## config.mk

```make
export PLATFORM = sky130hd
export DESIGN_NAME = fir_output_collector
export DESIGN_NICKNAME = d
export VERILOG_FILES = /design/src/rtl/fir_output_collector.sv
export SDC_FILE = /design/constraint.sdc
export NUM_CORES = 1
export LEC_CHECK = 0
export CAP_MARGIN = 25
export CORE_ASPECT_RATIO = 1.4
export CORE_UTILIZATION = 40
export DETAILED_ROUTE_END_ITERATION = 8
export GPL_TIMING_DRIVEN = 0
export PLACE_DENSITY = 0.66
export SLEW_MARGIN = 10
export SYNTH_ARGS = -nofsm -noshare
export SYNTH_HDL_FRONTEND = slang
export SYNTH_SLANG_ARGS = --single-unit
```

## constraint.sdc

```tcl
create_clock -name clk -period 6 [get_ports clk]
set_input_delay 1.2 -clock clk [delete_from_list [all_inputs] [get_ports clk]]
set_output_delay 1.2 -clock clk [all_outputs]
set_load 0.03 [all_outputs]
```

## src/rtl/fir_output_collector.sv

```systemverilog
// fir_output_collector: FWFT sample FIFO with overflow/drop statistics and alarm FSM
//   in:  clk, rst_n (async, active-low), in_data/in_valid/in_ovf (push-only stream),
//        m_ready (sink accept), clr_stats (sync statistics/alarm clear)
//   out: m_data/m_ovf/m_valid (FIFO head), fifo_level, drop_count, ovf_count,
//        alarm_state (00 NORMAL, 01 WARN, 10 ALARM), alarm_irq (pulse on ALARM entry)
module fir_output_collector #(
  parameter int DATA_WIDTH   = 16,
  parameter int FIFO_DEPTH   = 16,
  parameter int CONSEC_WARN  = 4,
  parameter int CONSEC_ALARM = 16,
  parameter int CNT_WIDTH    = 16
) (
  input  logic                            clk,
  input  logic                            rst_n,
  input  logic [DATA_WIDTH-1:0]           in_data,
  input  logic                            in_valid,
  input  logic                            in_ovf,
  output logic [DATA_WIDTH-1:0]           m_data,
  output logic                            m_ovf,
  output logic                            m_valid,
  input  logic                            m_ready,
  input  logic                            clr_stats,
  output logic [$clog2(FIFO_DEPTH):0]     fifo_level,
  output logic [CNT_WIDTH-1:0]            drop_count,
  output logic [CNT_WIDTH-1:0]            ovf_count,
  output logic [1:0]                      alarm_state,
  output logic                            alarm_irq
);
  localparam int AW = $clog2(FIFO_DEPTH);
  localparam int LW = AW + 1;
  localparam int CW = $clog2(CONSEC_ALARM + 1);
  typedef enum logic [1:0] {NORMAL = 2'b00, WARN = 2'b01, ALARM = 2'b10} state_t;
  logic [DATA_WIDTH:0] mem_q [FIFO_DEPTH];
  logic [AW-1:0] wr_ptr_q, wr_ptr_d, rd_ptr_q, rd_ptr_d;
  logic [LW-1:0] level_q, level_d;
  logic [CNT_WIDTH-1:0] drop_q, drop_d, ovf_q, ovf_d;
  logic [CW-1:0] consec_q, consec_d;
  state_t state_q, state_d;
  logic irq_q, irq_d;
  logic full, pop, push, drop;
  logic [DATA_WIDTH:0] head;
  assign full       = level_q == LW'(FIFO_DEPTH);
  assign m_valid    = level_q != '0;
  assign head       = mem_q[rd_ptr_q];
  assign m_data     = m_valid ? head[DATA_WIDTH-1:0] : '0;
  assign m_ovf      = m_valid & head[DATA_WIDTH];
  assign pop        = m_valid & m_ready;
  // A pop in the same cycle frees a slot, so a full FIFO still accepts the push
  assign push       = in_valid & (~full | pop);
  assign drop       = in_valid & full & ~pop;
  assign fifo_level = level_q;
  assign drop_count = drop_q;
  assign ovf_count  = ovf_q;
  assign alarm_state = state_q;
  assign alarm_irq  = irq_q;
  always_comb begin
    wr_ptr_d = push ? wr_ptr_q + 1'b1 : wr_ptr_q;
    rd_ptr_d = pop ? rd_ptr_q + 1'b1 : rd_ptr_q;
    level_d  = level_q + LW'(push) - LW'(pop);
    drop_d   = clr_stats ? '0 : drop_q + CNT_WIDTH'(drop && drop_q != '1);
    ovf_d    = clr_stats ? '0 : ovf_q + CNT_WIDTH'(in_valid && in_ovf && ovf_q != '1);
    consec_d = clr_stats ? '0 :
               !in_valid ? consec_q :
               !in_ovf   ? '0 :
               consec_q + CW'(consec_q != CW'(CONSEC_ALARM));
    state_d  = state_q;
    if (clr_stats) state_d = NORMAL;
    else if (state_q != ALARM && consec_d >= CW'(CONSEC_ALARM)) state_d = ALARM;
    else if (state_q == NORMAL && consec_d >= CW'(CONSEC_WARN)) state_d = WARN;
    else if (state_q == WARN && in_valid && !in_ovf) state_d = NORMAL;
    irq_d    = state_d == ALARM && state_q != ALARM;
  end
  always_ff @(posedge clk) if (push) mem_q[wr_ptr_q] <= {in_ovf, in_data};
  always_ff @(posedge clk or negedge rst_n) begin
    if (!rst_n) begin
      wr_ptr_q <= '0;
      rd_ptr_q <= '0;
      level_q  <= '0;
      drop_q   <= '0;
      ovf_q    <= '0;
      consec_q <= '0;
      state_q  <= NORMAL;
      irq_q    <= 1'b0;
    end else begin
      wr_ptr_q <= wr_ptr_d;
      rd_ptr_q <= rd_ptr_d;
      level_q  <= level_d;
      drop_q   <= drop_d;
      ovf_q    <= ovf_d;
      consec_q <= consec_d;
      state_q  <= state_d;
      irq_q    <= irq_d;
    end
  end
endmodule

```

util_map.png
Drawn at 1.5 px/um. 16 x 22 tiles, from dark blue (low) to red (high), 0 to 100% covered.
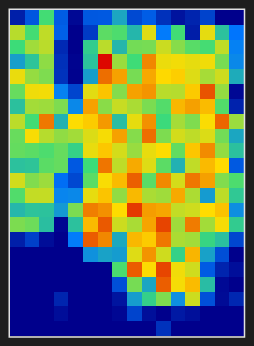
- fullest tile: 99%
- emptiest ninth of the die: bottom left
- nearly empty tiles: 18%
- tiles over 75% full: 17%
- mean over tiles: 45%
- densest ninth of the die: middle
post-layout util: 48.7%
starting density of the core: 40.8%
Core ar.: 32,500 um2

port_trees.png
Drawn at 1.5 px/um.
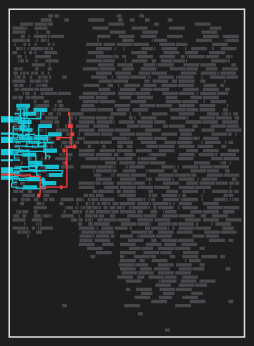
- cyan: `ovf_count` (bits 16; direction output; edge left; end cells 16; buffers 16; wire 726 um)
- red: `in_valid` (bits 1; direction input; edge left; end cells 9; buffers 1; wire 122 um)
Ports: 80
Port Buf Inserts: 77

==> impl_metrics.toml <==
# yosys + openroad results
[synth]
syn_inst = 744
synth.avg_cell_area_um2 = 17.8
synth-edff-count = 272
ys_ff = 325
yosysMostFrequentCell = "edfxtp_1"
ys_warn_count = 0
ys_cells = 744
synthTopCellsByArea = "edfxtp_1, mux4_2, dfrtp_1"
top_area_cell = "edfxtp_1"

[clocking]
clock-sinks = 325
htreeDepth = 1
hold_buffers = 0
cts.repair.resized = 0

[routing]
wl_per_cell_um = 22.0
first_iter_violations = 593
drt-met1-wl_mm = 11.6
firstDrtPassIters = 4
drc = 0

[setup_path]
path_cells = "inv_1 > ha_1 > or4b_1 > buf_2 > nand3_2 > buf_2 > o221ai_1 > clkdlybuf4s50_1"
crit_fanout = 10
crit_top_cell = "buf_2"
cpMaxStageDelayCell = "clkdlybuf4s50_1"
r2r_slack_ns = 2.97
arrival_ns = 3.52
cp_top_family = "buffers and inverters"
end_kind = "primary output"

[sta]
fmax_mhz = 212
fin_crit_ns = 4.72
period_used_pct = 78.6
maxSlewHeadroom_pct = 33.9
rsz0062_at_grt = "false"
setup_violations = 0
fin_worst_skew_ns = 0.0213
worst_pin_slew_ns = 0.986

[flow_run]
cap_viol_max_count = 0

[die]
die_area_um2 = 33900
die_w_um = 156
die_h_um = 217

[pwr]
power_switching_mw = 2.29
totalPowerFinal_mw = 7.11
power_density_nw_per_um2 = 449
p_leak_nw = 5.46
p_int_mw = 4.82
swShare_pct = 32.2

[placement]
place_congestion = 0.752
dpl.hpwl_mm = 19.1
post_dp_cell_area_um2 = 14900

[global_route]
grt_max_degree = 54
grt_antenna_before_repair = 0
track_usage_pct = 17.9
grt_pass1_vias = 7310
grt_pass1_wl_mm = 44.4
grt-busiest-layer = "met2"

[hold_path]
worstHoldEndpoint = "alarm_irq$_DFF_PN0_"

[outcome]
status = "complete, no violations"

[layout]
final_area_um2 = 15800
placed.png
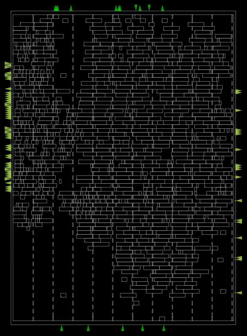
Seq/total area: 59.9%
row count: 78

m1.png
Drawn at 2 px/um. Supply wires on this layer in grey.
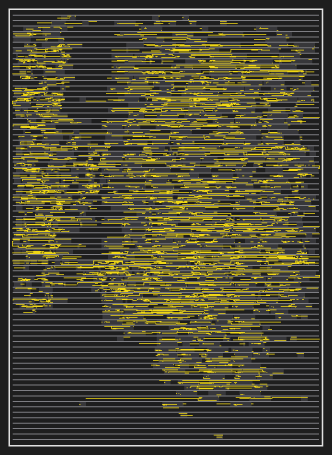
- share of all routed wire: 39%
- nets with wire on the layer: 843
- wire length on this layer: 11,600 um
- longest straight run: 57.7 um
- main direction: horizontal
met1 usage: 22.3%
vias: 6,965
Post-Route WL: 29.4 mm

==> worst max-delay path by stage <==
stage / from / slack, ns / to
final: fifo_level[2]$_DFF_PN0_ / 1.28 / m_data[0]
after detailed placement: rd_ptr_q[0]$_DFFE_PN0P_ / 1.82 / m_data[14]
after global routing: fifo_level[2]$_DFF_PN0_ / 1.15 / m_data[0]
after global placement: in_valid / 0.42 / mem_q[3][9]$_DFFE_PP_
after floorplan: in_valid / 2.30 / mem_q[3][0]$_DFFE_PP_
after CTS: rd_ptr_q[0]$_DFFE_PN0P_ / 1.24 / m_data[14]
==> power by group through the flow <==
stage          registers [mW]  logic (mW)  clock network [mW]
6_report                 2.77        2.49                1.85
3_3_place_gp             2.81        2.42                   0
4_1_cts                  2.77        2.53                1.89
3_5_place_dp             2.81        2.53                   0
5_1_grt                  2.78        2.66                1.96
2_1_floorplan            2.83        1.57                   0
==> final cells by class <==
type / instances / area, um2
Fill cell: 2712 / 16700
Sequential cell: 325 / 9490
Multi-Input combinational cell: 331 / 3430
Timing Repair Buffer: 92 / 993
Clock buffer: 43 / 841
Tap cell: 440 / 551
Inverter: 56 / 210
Buffer: 32 / 201
Clock inverter: 14 / 116
==> cells in the final DEF, fill, tap and decap left out, types with 6 or more instances in the layout <==
master,Yosys,routed
inv_1,56,56
mux2_2,17,17
buf_2,14,14
nor2_2,0,7
nor4_1,6,6
nor3_1,10,6
nand3_1,14,14
buf_6,8,14
o21ai_0,7,7
nand2_1,37,37
clkinv_1,0,6
xnor2_1,19,19
mux4_2,68,68
xor2_1,18,18
dfrtp_1,53,53
ha_1,18,18
clkbuf_16,0,31
clkdlybuf4s50_1,0,76
edfxtp_1,272,272
nand4_1,13,13
clkbuf_1,7,17
o221ai_1,17,17
a21oi_1,10,10
nor2_1,39,27
==> worst reg2reg max path: stages (launching register included) <==
cell	delay (ns)
dfrtp_1	0.40
inv_1	0.09
ha_1	0.16
or4b_1	0.42
buf_2	0.19
and2_4	0.17
buf_6	0.13
ha_1	0.28
inv_1	0.05
ha_1	0.16
inv_1	0.05
fa_1	0.41
inv_1	0.07
a21oi_1	0.07
o21bai_1	0.17
xnor2_1	0.13
==> per-stage QoR <==
step,util [%],cells,hold slack (ns),setup WS [ns]
6_report,48.7,1333,0.522,1.28
5_1_grt,48.7,1333,0.546,1.15
4_1_cts,48.7,1333,0.529,1.24
3_5_place_dp,45.8,1276,0.515,1.82
3_3_place_gp,44.9,1261,0.506,0.424
2_1_floorplan,-,744,0.536,2.30
==> registers in the layout, indices dropped and copies added (netlist names) <==
signal,cells
rd_ptr_q,4
drop_count,16
alarm_irq,1
fifo_level,5
consec_q,5
mem_q,272
alarm_state,2
wr_ptr_q,4
ovf_count,16
==> cell families (layout without fill, tap and decap cells) <==
group / after synthesis / after routing / synth area share [%]
buffers and inverters: 88 / 237 / 3.10
DFF: 325 / 325 / 71.6
and+or+nand+nor: 147 / 147 / 5.64
adders and majority gates: 19 / 19 / 1.85
xor gates and xnor gates: 37 / 37 / 2.44
muxes: 86 / 86 / 13.1
AOI/OAI and AO/OA: 42 / 42 / 2.28
No activity file was given, so power comes from the tool's default toggle rates.
